<file path="src/rtl/e_unary_pipe.sv">
// Two-stage valid/ready pipeline that classifies a vector as unary (2^k-1) or,
// optionally, complement-unary (~(2^k-1)), with saturating accept/reject counters.
module e_unary_pipe #(
    parameter int unsigned W                     = 16,
    parameter bit          P_ADMIT_COMPLIMENT_EN = 1'b0,
    parameter int unsigned P_CNT_W               = 16,
    localparam int unsigned LW                   = $clog2(W)
) (
    input  logic               clk,
    input  logic               arst_n,
    input  logic               i_vld,
    input  logic [W-1:0]       i_x,
    output logic               o_rdy,
    output logic               o_vld,
    input  logic               i_rdy,
    output logic               o_is_unary,
    output logic               o_is_compl,
    output logic [LW-1:0]      o_len,
    input  logic               i_clr,
    output logic [P_CNT_W-1:0] o_acc_cnt,
    output logic [P_CNT_W-1:0] o_rej_cnt
);

    localparam logic [W-1:0] ONE = W'(1);

    // Count of set bits; only meaningful when the vector is a contiguous low run.
    function automatic logic [LW-1:0] ones_cnt(input logic [W-1:0] v);
        logic [LW:0] n;
        n = '0;
        for (int i = 0; i < int'(W); i++) begin
            n = n + {{LW{1'b0}}, v[i]};
        end
        return n[LW-1:0];
    endfunction

    logic [W-1:0]  x_inv;
    logic          std_hit;
    logic          cmp_hit;
    logic [LW-1:0] len_enc;

    logic          s1_vld;
    logic          s1_std;
    logic          s1_cmp;
    logic [LW-1:0] s1_len;

    logic          s2_vld;
    logic          s2_adv;
    logic          out_hs;

    always_comb begin
        x_inv   = ~i_x;
        // x & (x+1) == 0 marks a run of ones anchored at bit 0; all-ones is excluded.
        std_hit = ((i_x & (i_x + ONE)) == '0) && (i_x != '1);
        cmp_hit = P_ADMIT_COMPLIMENT_EN && ((x_inv & (x_inv + ONE)) == '0) && (x_inv != '1);
        len_enc = std_hit ? ones_cnt(i_x) : ones_cnt(x_inv);
    end

    assign out_hs = s2_vld && i_rdy;
    assign s2_adv = !s2_vld || i_rdy;
    assign o_rdy  = !s1_vld || s2_adv;
    assign o_vld  = s2_vld;

    always_ff @(posedge clk or negedge arst_n) begin
        if (!arst_n) begin
            s1_vld <= 1'b0;
            s1_std <= 1'b0;
            s1_cmp <= 1'b0;
            s1_len <= '0;
        end else if (o_rdy) begin
            s1_vld <= i_vld;
            if (i_vld) begin
                s1_std <= std_hit;
                s1_cmp <= cmp_hit;
                s1_len <= len_enc;
            end
        end
    end

    // Result registers only load on advance, so they hold while stalled.
    always_ff @(posedge clk or negedge arst_n) begin
        if (!arst_n) begin
            s2_vld     <= 1'b0;
            o_is_unary <= 1'b0;
            o_is_compl <= 1'b0;
            o_len      <= '0;
        end else if (s2_adv) begin
            s2_vld <= s1_vld;
            if (s1_vld) begin
                o_is_unary <= s1_std || s1_cmp;
                o_is_compl <= s1_cmp && !s1_std;
                o_len      <= (s1_std || s1_cmp) ? s1_len : '0;
            end
        end
    end

    always_ff @(posedge clk or negedge arst_n) begin
        if (!arst_n) begin
            o_acc_cnt <= '0;
            o_rej_cnt <= '0;
        end else if (i_clr) begin
            o_acc_cnt <= '0;
            o_rej_cnt <= '0;
        end else if (out_hs) begin
            if (o_is_unary) begin
                if (o_acc_cnt != '1) o_acc_cnt <= o_acc_cnt + P_CNT_W'(1);
            end else begin
                if (o_rej_cnt != '1) o_rej_cnt <= o_rej_cnt + P_CNT_W'(1);
            end
        end
    end

endmodule
</file>
<file path="config.mk">
export PLATFORM = sky130hd
export DESIGN_NAME = e_unary_pipe
export DESIGN_NICKNAME = d
export VERILOG_FILES = /design/src/rtl/e_unary_pipe.sv
export SDC_FILE = /design/constraint.sdc
export NUM_CORES = 1
export LEC_CHECK = 0
export ABC_AREA = 1
export CAP_MARGIN = 5
export CORE_ASPECT_RATIO = 0.7
export CORE_MARGIN = 1
export CORE_UTILIZATION = 54
export DETAILED_ROUTE_END_ITERATION = 10
export PLACE_DENSITY_LB_ADDON = 0.25
export SLEW_MARGIN = 20
export SYNTH_ARGS = -nofsm -noshare
export SYNTH_HDL_FRONTEND = slang
export SYNTH_SLANG_ARGS = --single-unit
</file>
<file path="constraint.sdc">
create_clock -name clk -period 2.4 [get_ports clk]
set_clock_uncertainty 0.15 [all_clocks]
set_input_delay 0.24 -clock clk [delete_from_list [all_inputs] [get_ports clk]]
set_output_delay 0.24 -clock clk [all_outputs]
set_load 0.02 [all_outputs]
</file>
**Run 1: supply network**

Scale bar: 20 um. Pins as bars on the die edge.
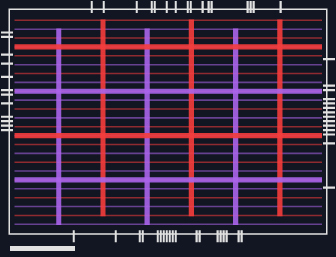
VDD: marked red. VSS: marked purple.
The core has 23 rows. 6 straps on met4. 61 signal pins sit on the boundary.
die width: 96.9 um
die height: 68.4 um
peak supply drop: 0.399 mV

**Run 1: cell classes on the final placement**

Fill, decap, tap and diode cells in gray.
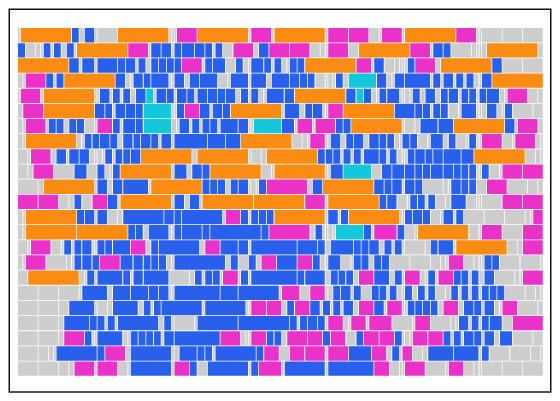
remaining logic cells: marked blue, cells 406, share of their area 53%. remaining buffers and delay cells: marked magenta, cells 99, share of their area 20%. clock drivers and dummy loads: marked cyan, cells 8, share of their area 2.0%. registers: marked orange, cells 44, share of their area 25%.
Core Area: 5900 um^2
Final Instance Area: 4540 um^2
num rows: 23
fin util: 77.0%
Seq area share: 24.2%

==> flow_summary.ini, run 1 <==
; physical design summary
[outcome]
status = complete, but fails checks
violations = negative setup slack

[detailed_routing]
wl_met1_um = 4570
wire_per_inst_um = 15.8
wirelength_um = 9970
wl_met2_um = 4530
vias = 3514
ant_nets = 0
top_layer = met4
viasPerCell = 5.56
dr_wl_met3_um = 713
drt-initial-drc-count = 240
drcViolationCount = 0
first_pass_iters = 5

[placement]
dp_hpwl_um = 7710
post-place-ws_ns = -1.80
place_congestion = 0.978
io_buffers = 59
placed_cells = 621
place_area_um2 = 4370

[global_routing]
met1_usage_pct = 44.1
grt_use_met3_pct = 5.31
grt_max_degree = 24
grt_pass1_wl_um = 16000
globalRouteOverflowTotal = 0
grt-busiest-layer = met2
grt_pass1_vias = 3286
grt_usage_pct = 31.2
antenna_found_initial = 0
met2_usage_pct = 49.7

[clock_tree]
cts_made_buffers = 5
cts.reportedPaths.clkPinSlew_ns = 0.08
cts-root-buf = clkbuf_8
clock-sinks = 44
cts_buffer_depth = 2
htreeDepth = 2
cts_tree = built

[synthesis]
synth.area.top_cells = dfrtp_1, nand2_1, fa_1
synthXorXnorAreaFrac_pct = 3.34
async_flop_share_pct = 100
synth_cell_type_count = 32
topCombFamilyByArea = simple AND/OR/NAND/NOR gates
yosys_area_um2 = 3410
synth_warnings = 0
ff_type = dfrtp_1
synth.avg_cell_area_um2 = 7.45
synth_stat.cells = 457
synthAoiAreaFrac_pct = 7.90
synthCells = 457
synthAdderAreaFrac_pct = 16.3
synth-simple-area-share_pct = 30.1
ys.flops = 44
syn_area_um2 = 3410
postSynthSeqShare_pct = 32.3
fp_nets = 511
yosys.area.top_type_share_pct = 32.3
mux_share_pct = 0
edf_count = 0
netlist.top_cell.by_area = dfrtp_1

[critical_path]
arrival_ns = 3.45
cp_max_fo = 2
worstPathRequired_ns = 2.44
start_kind = input pin
cp-end-kind = flop
crit_type = in2reg

[die]
num_io_pins = 61
well_tap_count = 75
chipArea_um2 = 6630
initial_core_util_pct = 57.7

[sta]
worstMarginPinSlew_ns = 0.679
slew_headroom_pct = 54.7
finalHoldWorstSlack_ns = 0.298
grt_setup_unrepaired = true
max_freq_mhz = 293
min_period_ns = 3.41
hold_viol = 0
setup_tns_ns = -3.43
finalCritPeriodShare_pct = 142
finalSetupViolCount = 4
slew_violations = 0
fin_ws_ns = -1.01

[cells_and_area]
fin_nets = 610
layout.cells.most_common = nand2_1
largest_class = combinational gates
area.combinational_um2 = 2040
seq_cells = 44
nFillCells = 423
comb_share_pct = 45.0
diodes = 0
buf_share_pct = 19.9
mostFrequentLayoutCells = nand2_1, inv_1, nor2_1
seqCellArea_um2 = 1100
inverters = 78
instances_no_fill = 632
signal_buffers = 99
clk_share_pct = 1.98
area_growth_pct = 33.4
drive_gt1_share_pct = 16.9
comb_cells = 328
clock_buffers = 8

[pwr]
p_per_area_nw_per_um2 = 552
finalPower_mw = 2.51
p_leak_nw = 2.11

[run]
warnings = 32
cap_violations = 0

[hold_path]
hp-class = in2async
**Run 1: clock wires, drivers and flops**

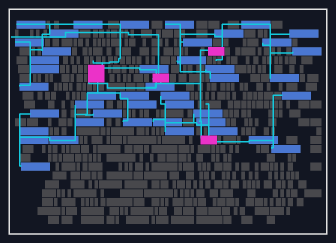
clock wires: marked cyan, length 537 um. clock-net drivers: marked magenta, count 5. flip-flops: marked blue, count 44.
There are 6 routed clock nets.
Clk power: 0.481 mW
Latency at later pin: 0.30 ns
Clk network pwr share: 19.2%

## run 1: synth_stat cells (all sizes together), types with 7 or more instances
cell type	instances
ha	14
nor3	14
buf	7
inv	77
xor2	11
nand3	46
fa	19
nand4	7
nor2	52
a21oi	16
o21ai	27
nand2	106
dfrtp	44
## run 1: flip-flops by register name (all words and copies together) (netlist names)
register and cells:
s1_vld 1, s1_std 1, o_rej_cnt 16, o_is_unary 1
o_vld 1, o_len 4, o_acc_cnt 16, s1_len 4
## run 1: power breakdown
part	switching [mW]	internal, mW	total (mW)
combinational	0.647	0.554	1.20
sequential	0.0393	0.785	0.824
clock	0.246	0.235	0.481
total	0.931	1.57	2.51
## run 1: critical path, stage by stage
cell	delay, ns
buf_6	0.09
inv_8	0.03
fa_2	0.62
fa_2	0.47
fa_1	0.48
fa_1	0.57
ha_4	0.16
inv_2	0.04
fa_2	0.35
xor2_1	0.18
nand2_1	0.07
nand3_1	0.08
nand2_1	0.05
## run 1: repair_timing
action	CTS	global route
setup endpoints to repair	4	5
pin swaps	19	16
hold endpoints to repair	21	0
gates resized	55	19
hold buffers	1	0
buffers inserted	2	0
## run 1: final timing paths
path	slack, ns	endpoint	depth (start not counted)	start
hold / removal	0.30	o_acc_cnt[15]$_DFFE_PN0P_	2	arst_n
setup / recovery	-1.01	s1_len[2]$_DFFE_PN0P_	13	i_x[9]
hold reg to reg	0.34	o_vld$_DFFE_PN0P_	2	s1_vld$_DFFE_PN0N_
setup reg to reg	0.16	o_rej_cnt[2]$_DFFE_PN0P_	9	o_rej_cnt[1]$_DFFE_PN0P_
max in group asynchronous	1.19	o_acc_cnt[5]$_DFFE_PN0P_	3	arst_n
min in group clk	0.34	o_vld$_DFFE_PN0P_	2	s1_vld$_DFFE_PN0N_
==> run 1 -> run 2 <==
==> constraint.sdc (replaced) <==
create_clock -name clk -period 2.4 [get_ports clk]
set_clock_uncertainty 0.15 [all_clocks]
set_input_delay 0.24 -clock clk [delete_from_list [all_inputs] [get_ports clk]]
set_output_delay 0.24 -clock clk [all_outputs]
set_load 0.01 [all_outputs]
==> flow_summary.ini, run 2 <==
; physical design summary
[outcome]
status = complete, but fails checks
violations = negative setup slack

[synthesis]
synth_stat.cells = 457
ff_type = dfrtp_1
edf_count = 0
synthCells = 457
common_cells = nand2_1, inv_1, nor2_1, nand3_1, dfrtp_1
yosys_area_um2 = 3410
syn_area_um2 = 3410
async_flop_share_pct = 100
synth_cell_type_count = 32
netlist.top_cell.by_area = dfrtp_1
yosys.area.top_type_share_pct = 32.3
postSynthSeqShare_pct = 32.3
synth.area.top_cells = dfrtp_1, nand2_1, fa_1
most_common_cell = nand2_1
synth_warnings = 0
fp_nets = 511
ys.flops = 44
synth.avg_cell_area_um2 = 7.45

[clock_tree]
clock-sinks = 44
cts_tree = built
cts-root-buf = clkbuf_8
cts.reportedPaths.clkPinSlew_ns = 0.08
clk_latency_ns = 0.30
cts_buffer_depth = 2
cts_made_buffers = 5
htreeDepth = 2

[global_routing]
grt-busiest-layer = met2
antenna_found_initial = 0
globalRouteOverflowTotal = 0
grt_pass1_vias = 3120
grt_pass1_wl_um = 15200
grt_use_met3_pct = 6.33
grt_usage_pct = 29.5
met1_usage_pct = 42.9
met2_usage_pct = 45.0
grt_max_degree = 24

[critical_path]
arrival_ns = 3.44
crit_type = in2reg
start_kind = input pin
cp_max_fo = 3
cp-startpoint = i_x[1]
reg2reg_from = o_rej_cnt[1]$_DFFE_PN0P_
worstPathRequired_ns = 2.43
cp-end-kind = flop

[sta]
slew_violations = 0
worstMarginPinSlew_ns = 0.615
slew_headroom_pct = 59.0
finalCritPeriodShare_pct = 142
grt_setup_unrepaired = true
min_period_ns = 3.41
finalSetupViolCount = 4
fin_ws_ns = -1.01
setup_tns_ns = -3.27
finalHoldWorstSlack_ns = 0.308
max_freq_mhz = 294
hold_viol = 0

[detailed_routing]
viasPerCell = 5.34
wirelength_um = 9260
drt-initial-drc-count = 198
wl_met2_um = 3950
ant_nets = 0
wl_met1_um = 4470
dr_wl_met3_um = 732
top_layer = met4
vias = 3369
drcViolationCount = 0
wire_per_inst_um = 14.7
first_pass_iters = 4

[pwr]
finalPower_mw = 2.42
p_leak_nw = 2.11
p_per_area_nw_per_um2 = 537

[placement]
place_area_um2 = 4360
post-place-ws_ns = -1.78
place_congestion = 0.978
dp_hpwl_um = 7460
io_buffers = 59
placed_cells = 620

[cells_and_area]
top_regs = o_acc_cnt x16, o_rej_cnt x16
mostFrequentLayoutCells = nand2_1, inv_1, nor2_1
diodes = 0
drive_gt1_share_pct = 16.5
instances_no_fill = 631
layout.cells.most_common = nand2_1
area_growth_pct = 32.2
fin_nets = 610

[die]
initial_core_util_pct = 57.7
die_y_um = 68.4
num_rows = 23
core_um2 = 5900
chipArea_um2 = 6630
die_w_um = 96.9

[run]
warnings = 32
cap_violations = 0

[hold_path]
hp-class = in2async
run 2: worst paths after layout:
check	slack, ns	cells past startpoint	to
hold reg to reg	0.34	2	s1_len[0]$_DFFE_PN0P_
hold / removal	0.31	2	o_acc_cnt[13]$_DFFE_PN0P_
setup / recovery	-1.01	13	s1_len[2]$_DFFE_PN0P_
max in group asynchronous	1.19	3	o_acc_cnt[5]$_DFFE_PN0P_
min in group clk	0.34	2	s1_len[0]$_DFFE_PN0P_
setup reg to reg	0.21	10	o_rej_cnt[12]$_DFFE_PN0P_
run 2: cell type report:
cell class                      count  area, um^2
Multi-Input combinational cell    328        2030
Inverter                           78         303
Clock buffer                        6        72.6
Timing Repair Buffer               99         896
Fill cell                         429        1400
Clock inverter                      1        5.00
Tap cell                           75        93.8
Sequential cell                    44        1100
run 2: cells by family after synthesis:
group / synth area share (%)
xor+xnor: 3.34
compound gates: 7.90
fa+ha+maj: 16.3
flops: 32.3
buf+inv: 9.96
simple gates: 30.1
other cells: 0.110
run 2: where the power goes:
part           total, mW  leakage [nW]  internal (mW)  switching (mW)
sequential         0.821         0.601          0.785          0.0361
combinational       1.16          1.46          0.541           0.615
clock              0.443        0.0410          0.198           0.245
run 2: timing repair:
action / in CTS / in global routing
hold buffers: 1 / 0
gates resized: 52 / 13
endpoints found under the setup margin: 4 / 6
pin swaps: 16 / 12
hold endpoints to repair: 21 / 0
setup buffers: 1 / 2
run 2: critical path, cell delays in order:
cell and delay (ns):
buf_8 0.10, fa_1 0.56, inv_2 0.06, fa_1 0.53, fa_1 0.43, fa_1 0.55, ha_4 0.15, inv_2 0.04
fa_2 0.35, xor2_1 0.20, nand2_1 0.09, nand3_1 0.07, nand2_1 0.06
**Run 2: clock wires, drivers and flops**

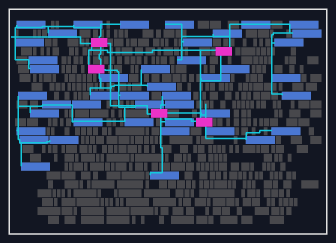
clock wires: marked cyan, length 544 um. flip-flops: marked blue, count 44. clock-net drivers: marked magenta, count 5.
There are 6 routed clock nets.
Clk power: 0.443 mW
Clk network pwr share: 18.3%

**Run 2: cell classes on the final placement**

Fill, decap, tap and diode cells in gray.
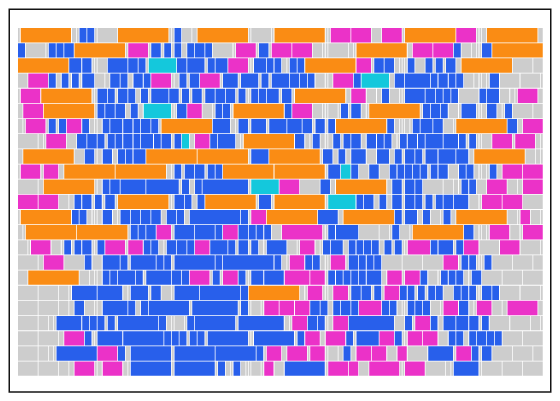
clock drivers and dummy loads: marked cyan, cells 7, share of their area 1.8%. remaining buffers and delay cells: marked magenta, cells 99, share of their area 20%. registers: marked orange, cells 44, share of their area 25%. remaining logic cells: marked blue, cells 406, share of their area 53%.
fin util: 76.3%
Final Instance Area: 4500 um^2
Seq area share: 24.5%

No activity file was given, so power comes from the tool's default toggle rates.
